### config.mk
export PLATFORM = sky130hd
export DESIGN_NAME = soc_system_dsp_threshold_bank
export DESIGN_NICKNAME = d
export VERILOG_FILES = /design/src/rtl/soc_system_dsp_threshold_bank.sv
export SDC_FILE = /design/constraint.sdc
export NUM_CORES = 1
export LEC_CHECK = 0
export CAP_MARGIN = 40
export CORE_MARGIN = 2
export CORE_UTILIZATION = 45
export CTS_CLUSTER_DIAMETER = 80
export CTS_CLUSTER_SIZE = 16
export DETAILED_ROUTE_END_ITERATION = 12
export GPL_TIMING_DRIVEN = 0
export SYNTH_ARGS = -nofsm -noshare
export SYNTH_HDL_FRONTEND = slang
export SYNTH_SLANG_ARGS = --single-unit
### constraint.sdc
create_clock -name clk -period 9.85 [get_ports clk]
set_clock_uncertainty 0.1 [all_clocks]
set_input_delay 1.97 -clock clk [delete_from_list [all_inputs] [get_ports clk]]
set_output_delay 1.97 -clock clk [all_outputs]
set_load 0.01 [all_outputs]
### src/rtl/soc_system_dsp_threshold_bank.sv
// Multi-channel threshold detector with hysteresis, sticky rise flags, saturating crossing
// counters and a maskable level interrupt, exposed through an Avalon-MM register bank.
module soc_system_dsp_threshold_bank #(
  parameter int unsigned DATA_W = 32,
  parameter int unsigned NUM_CH = 4,
  parameter int unsigned CNT_W  = 16
) (
  input  logic              clk,
  input  logic              reset_n,
  input  logic [4:0]        address,
  input  logic              chipselect,
  input  logic              write_n,
  input  logic [31:0]       writedata,
  output logic [31:0]       readdata,
  input  logic              sample_valid,
  input  logic [2:0]        sample_ch,
  input  logic [DATA_W-1:0] sample_data,
  output logic [NUM_CH-1:0] ch_above,
  output logic              irq
);

  logic              w_wr;
  logic [DATA_W-1:0] w_wdata;
  logic [NUM_CH-1:0] w_wbits;

  logic [NUM_CH-1:0] r_ctrl;
  logic [NUM_CH-1:0] r_status;
  logic [NUM_CH-1:0] r_mask;
  logic [DATA_W-1:0] r_hyst;
  logic              r_irq;
  logic [DATA_W-1:0] r_thr   [NUM_CH];
  logic [CNT_W-1:0]  r_cnt   [NUM_CH];
  logic              r_above [NUM_CH];

  logic [NUM_CH-1:0] w_ctrl_d;
  logic [NUM_CH-1:0] w_status_d;
  logic [NUM_CH-1:0] w_hit;
  logic [NUM_CH-1:0] w_rise;
  logic [NUM_CH-1:0] w_fall;
  logic [NUM_CH-1:0] w_cnt_clr;
  logic [DATA_W-1:0] w_low   [NUM_CH];

  assign w_wr    = chipselect & ~write_n;
  assign w_wdata = writedata[DATA_W-1:0];
  assign w_wbits = writedata[NUM_CH-1:0];

  genvar g;
  generate
    for (g = 0; g < NUM_CH; g++) begin : g_ch
      assign w_hit[g]     = sample_valid & r_ctrl[g] & (sample_ch == 3'(g));
      // Falling level saturates at 0, so a channel with THR <= HYST never falls.
      assign w_low[g]     = (r_thr[g] > r_hyst) ? (r_thr[g] - r_hyst) : '0;
      assign w_rise[g]    = w_hit[g] & ~r_above[g] & (sample_data >= r_thr[g]);
      assign w_fall[g]    = w_hit[g] & r_above[g] & (sample_data < w_low[g]);
      assign w_cnt_clr[g] = w_wr & (address == 5'(16 + g));
      assign ch_above[g]  = r_above[g];

      always_ff @(posedge clk or negedge reset_n) begin
        if (!reset_n) begin
          r_thr[g]   <= '0;
          r_cnt[g]   <= '0;
          r_above[g] <= 1'b0;
        end else begin
          if (w_wr && (address == 5'(8 + g))) begin
            r_thr[g] <= w_wdata;
          end
          if (w_cnt_clr[g]) begin
            r_cnt[g] <= '0;
          end else if (w_rise[g] && (r_cnt[g] != '1)) begin
            r_cnt[g] <= r_cnt[g] + CNT_W'(1);
          end
          if (!r_ctrl[g] || w_fall[g]) begin
            r_above[g] <= 1'b0;
          end else if (w_rise[g]) begin
            r_above[g] <= 1'b1;
          end
        end
      end
    end
  endgenerate

  always_comb begin
    w_ctrl_d = r_ctrl;
    if (w_wr) begin
      case (address)
        5'd0:    w_ctrl_d = w_wbits;
        5'd4:    w_ctrl_d = r_ctrl | w_wbits;
        5'd5:    w_ctrl_d = r_ctrl & ~w_wbits;
        default: w_ctrl_d = r_ctrl;
      endcase
    end
  end

  // A rise on the same edge as a W1C keeps the flag set.
  always_comb begin
    w_status_d = r_status;
    if (w_wr && (address == 5'd1)) begin
      w_status_d = r_status & ~w_wbits;
    end
    w_status_d = w_status_d | w_rise;
  end

  always_ff @(posedge clk or negedge reset_n) begin
    if (!reset_n) begin
      r_ctrl   <= '0;
      r_status <= '0;
      r_mask   <= '0;
      r_hyst   <= '0;
      r_irq    <= 1'b0;
    end else begin
      r_ctrl   <= w_ctrl_d;
      r_status <= w_status_d;
      r_irq    <= |(r_status & r_mask);
      if (w_wr && (address == 5'd2)) begin
        r_mask <= w_wbits;
      end
      if (w_wr && (address == 5'd3)) begin
        r_hyst <= w_wdata;
      end
    end
  end

  assign irq = r_irq;

  always_comb begin
    readdata = '0;
    case (address)
      5'd0:    readdata[NUM_CH-1:0] = r_ctrl;
      5'd1:    readdata[NUM_CH-1:0] = r_status;
      5'd2:    readdata[NUM_CH-1:0] = r_mask;
      5'd3:    readdata[DATA_W-1:0] = r_hyst;
      default: begin
        for (int i = 0; i < NUM_CH; i++) begin
          if (address == 5'(8 + i)) begin
            readdata[DATA_W-1:0] = r_thr[i];
          end
          if (address == 5'(16 + i)) begin
            readdata[CNT_W-1:0] = r_cnt[i];
          end
        end
      end
    endcase
  end

endmodule

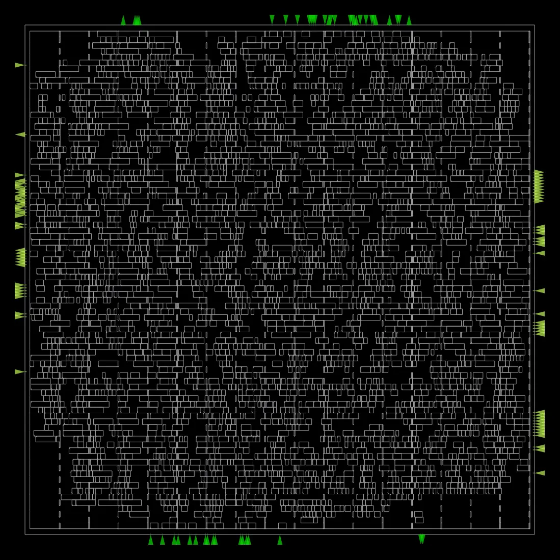
Figure 1: run 1, placement view.
number of rows created at floorplan: 86
end-of-flow core utilization: 50.69%
Core ar.: 54,990 sq um

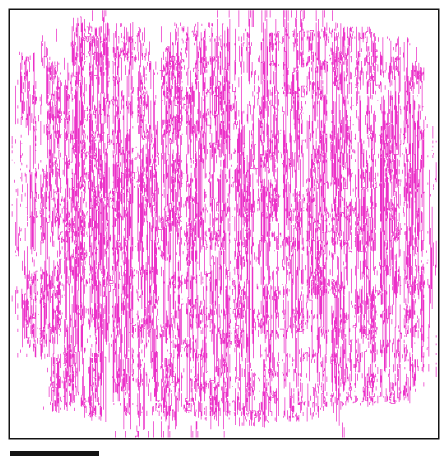
Figure 2: run 1, signal wires on met2.
Scale bar: 50 microns.
longest straight run	157 microns
main direction	vertical
wire length on this layer	44.8 mm
nets with wire on the layer	3,004
share of all routed wire	46%

==> metrics.log, run 1 <==
[flow] collecting metrics
INFO  metric worstHoldPathCells = 2
INFO  metric worstPathBufferInverterCount = 4
INFO  metric portBuffers = 109
INFO  metric n_antenna_cell = 1
INFO  metric cts_root_buffer = clkbuf_16
INFO  metric timing_worst_slew_pin_value = 0.9809 ns
INFO  metric detailedRoute.firstPassIterationCount = 6
INFO  metric final.min_clock_period = around 7.9 ns
INFO  metric final_area = about 28,000 sq um
INFO  metric inv_count = 204
INFO  metric synth.largest_area_cell = dfrtp_1
INFO  metric via_count_of_the_routed_design = 24,280
INFO  metric synth_area = 24,960 sq um
INFO  metric final_min_period_over_clock_period = 80.12%
INFO  metric final_hpwl_dp = between 70,000 and 80,000 microns
INFO  metric layout_top_cells = ha_1 (384), nand2_1 (325), a21oi_1 (244)
INFO  metric timing.hold.ws = around 0.42 ns
INFO  metric number_of_synthesized_flops_with_an_enable_pin = 0
INFO  metric critical_path_cell_by_cell = clkdlybuf4s50_1 -> or3b_2 -> clkbuf_1 -> nor3_1 -> buf_2 -> a222oi_1 -> a21oi_1 -> a221oi_1 -> a21oi_1 -> a221o_1 -> clkdlybuf4s50_1
INFO  metric reg2reg_depth = 21
INFO  metric num_clock_sinks = 241
INFO  metric ys_top_cells_by_area = dfrtp_1 (24%), ha_1 (19%), a21oi_1 (4.9%)
INFO  metric post_synth_inst_count = between 2,000 and 3,000
INFO  metric grt.total_usage = 33.29%
INFO  metric seq_share = 21.64%
INFO  metric layout.clock_buffers = 25
INFO  metric detail_route.wl_per_cell = about 25 microns
INFO  metric timing.critical_path.from_type = input pin
INFO  metric status = complete, no violations
INFO  metric timing.critical_path.to = readdata[12]
INFO  metric floorplan.die.width = 239.5 microns
INFO  metric n_all_buffers = around 230
INFO  metric ys.flops = ~240
INFO  metric largest_register = r_thr
INFO  metric cts_tree = yes
INFO  metric yosys.stat.chipArea = approximately 25,000 sq um
INFO  metric post_cts_hold_buffer_count = 0
INFO  metric cts_max_path_buffers = 3
INFO  metric timing.final.ws_setup = 1.958 ns
INFO  metric grt.met3_usage = ~3.7%
INFO  metric route.antenna.remaining_nets = 0
INFO  metric route.met2.wl = between 40,000 and 50,000 microns
INFO  metric clock_tree.htree_level_count = 1
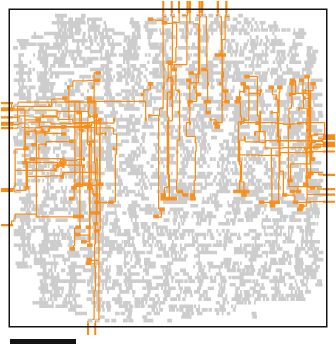
Figure 3: run 1, I/O nets highlighted.
Scale bar: 50 microns.
port	color	bits	direction	end cells	buffers	wire
`writedata`	orange	32	input	176	32	5,050 microns

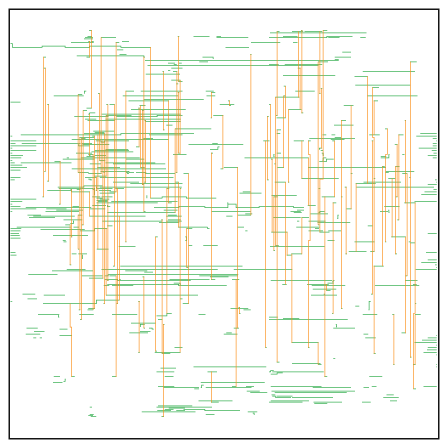
Figure 4: run 1, routed metal, one color a layer.
Two of the layers only.
layer	color	wire length
M3	green	5,720 microns
M4	orange	6,160 microns

Figure 5. Where the registers sit (run 1).
Other sequential cells in the stronger gray, the rest of the logic in the fainter gray.
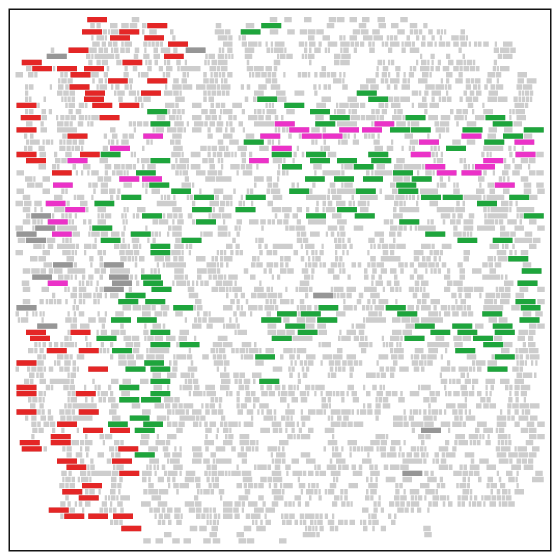

==> run 2, diff against run 1 <==
clock period = 6.67 ns   (was 9.85 ns; I/O delays follow)
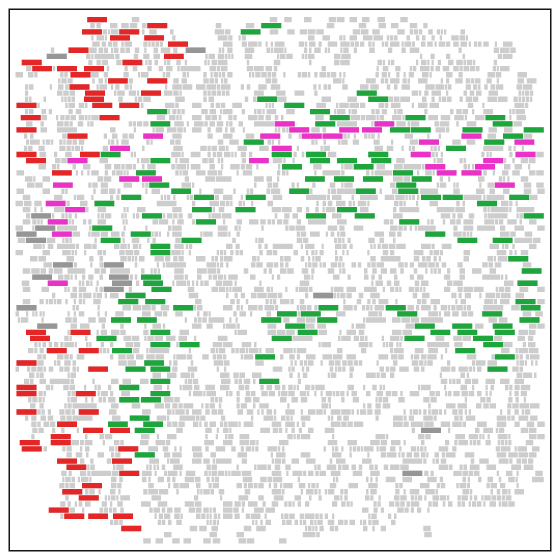
Figure 6: run 2, where the registers sit.
Other sequential cells in the stronger gray, the rest of the logic in the fainter gray.
signal	color	flops
`r_thr`	green	128
`r_hyst`	magenta	32
`r_cnt`	red	64

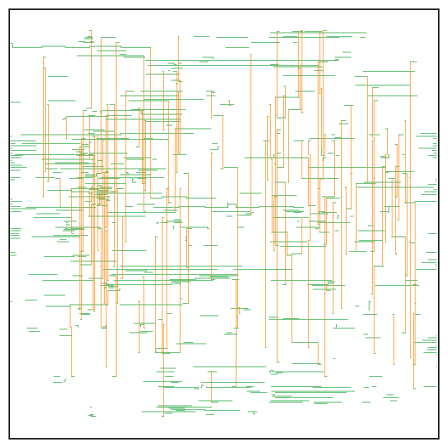
Figure 7: run 2, routed metal, one color a layer.
Two of the layers only.
layer	color	wire length
M4	orange	6,190 microns
M3	green	5,520 microns

==> metrics.log, run 2 <==
[flow] collecting metrics
INFO  metric status = complete, no violations
INFO  metric cts_root_buffer = clkbuf_16
INFO  metric grt.met3_usage = 3.676% (unchanged)
INFO  metric worstHoldPathCells = 2 (unchanged)
INFO  metric layout_top_cells = ha_1 (384), nand2_1 (325), a21oi_1 (244)
INFO  metric cts_tree = yes
INFO  metric coreArea = 54,990 sq um (unchanged)
INFO  metric rows = 86 (unchanged)
INFO  metric final_core_utilization = 50.70% (about the same)
INFO  metric synth.largest_area_cell = dfrtp_1
INFO  metric reg2reg_depth = 21 (unchanged)
INFO  metric inv_count = 204 (unchanged)
INFO  metric final_area = 27,880 sq um (about the same)
INFO  metric seq_share = 21.63% (about the same)
INFO  metric route.antenna.remaining_nets = 0 (unchanged)
INFO  metric number_of_synthesized_flops_with_an_enable_pin = 0 (unchanged)
INFO  metric portBuffers = 109 (unchanged)
INFO  metric layout.clock_buffers = 25 (unchanged)
INFO  metric largest_register = r_thr
INFO  metric post_synth_inst_count = 2,952 (unchanged)
INFO  metric num_clock_sinks = 241 (unchanged)
INFO  metric clock_tree.htree_level_count = 1 (unchanged)
INFO  metric drt-total-wl = 96,960 microns
INFO  metric final_min_period_over_clock_period = 99.08%
INFO  metric detailedRoute.firstPassIterationCount = 10 (+4)
INFO  metric synth_cell_types = ~80
INFO  metric grt.total_usage = 33.29% (unchanged)
INFO  metric drt-vias-per-instance = approximately 6.3
INFO  metric timing.critical_path.to = readdata[12]
INFO  metric detail_route.wl_per_cell = 25.12 microns (about the same)
INFO  metric worstPathBufferInverterCount = 4 (unchanged)
INFO  metric synth_area = 24,960 sq um (unchanged)
INFO  metric final.min_clock_period = between 6 and 7 ns
INFO  metric post-cts-setup-buffers = 0
INFO  metric timing.final.ws_setup = 0.06158 ns (-1.897 ns)
INFO  metric yosys.stat.chipArea = 24,960 sq um (unchanged)
INFO  metric via_count_of_the_routed_design = 24,320 (+0.17%)
INFO  metric critical_path_cell_by_cell = clkdlybuf4s50_1 -> or3b_2 -> clkbuf_1 -> nor3_1 -> buf_2 -> a222oi_1 -> a21oi_1 -> a221oi_1 -> a21oi_1 -> a221o_1 -> clkdlybuf4s50_1
INFO  metric route.met2.wl = 44,850 microns (about the same)
INFO  metric num-nets-final = roughly 3,600
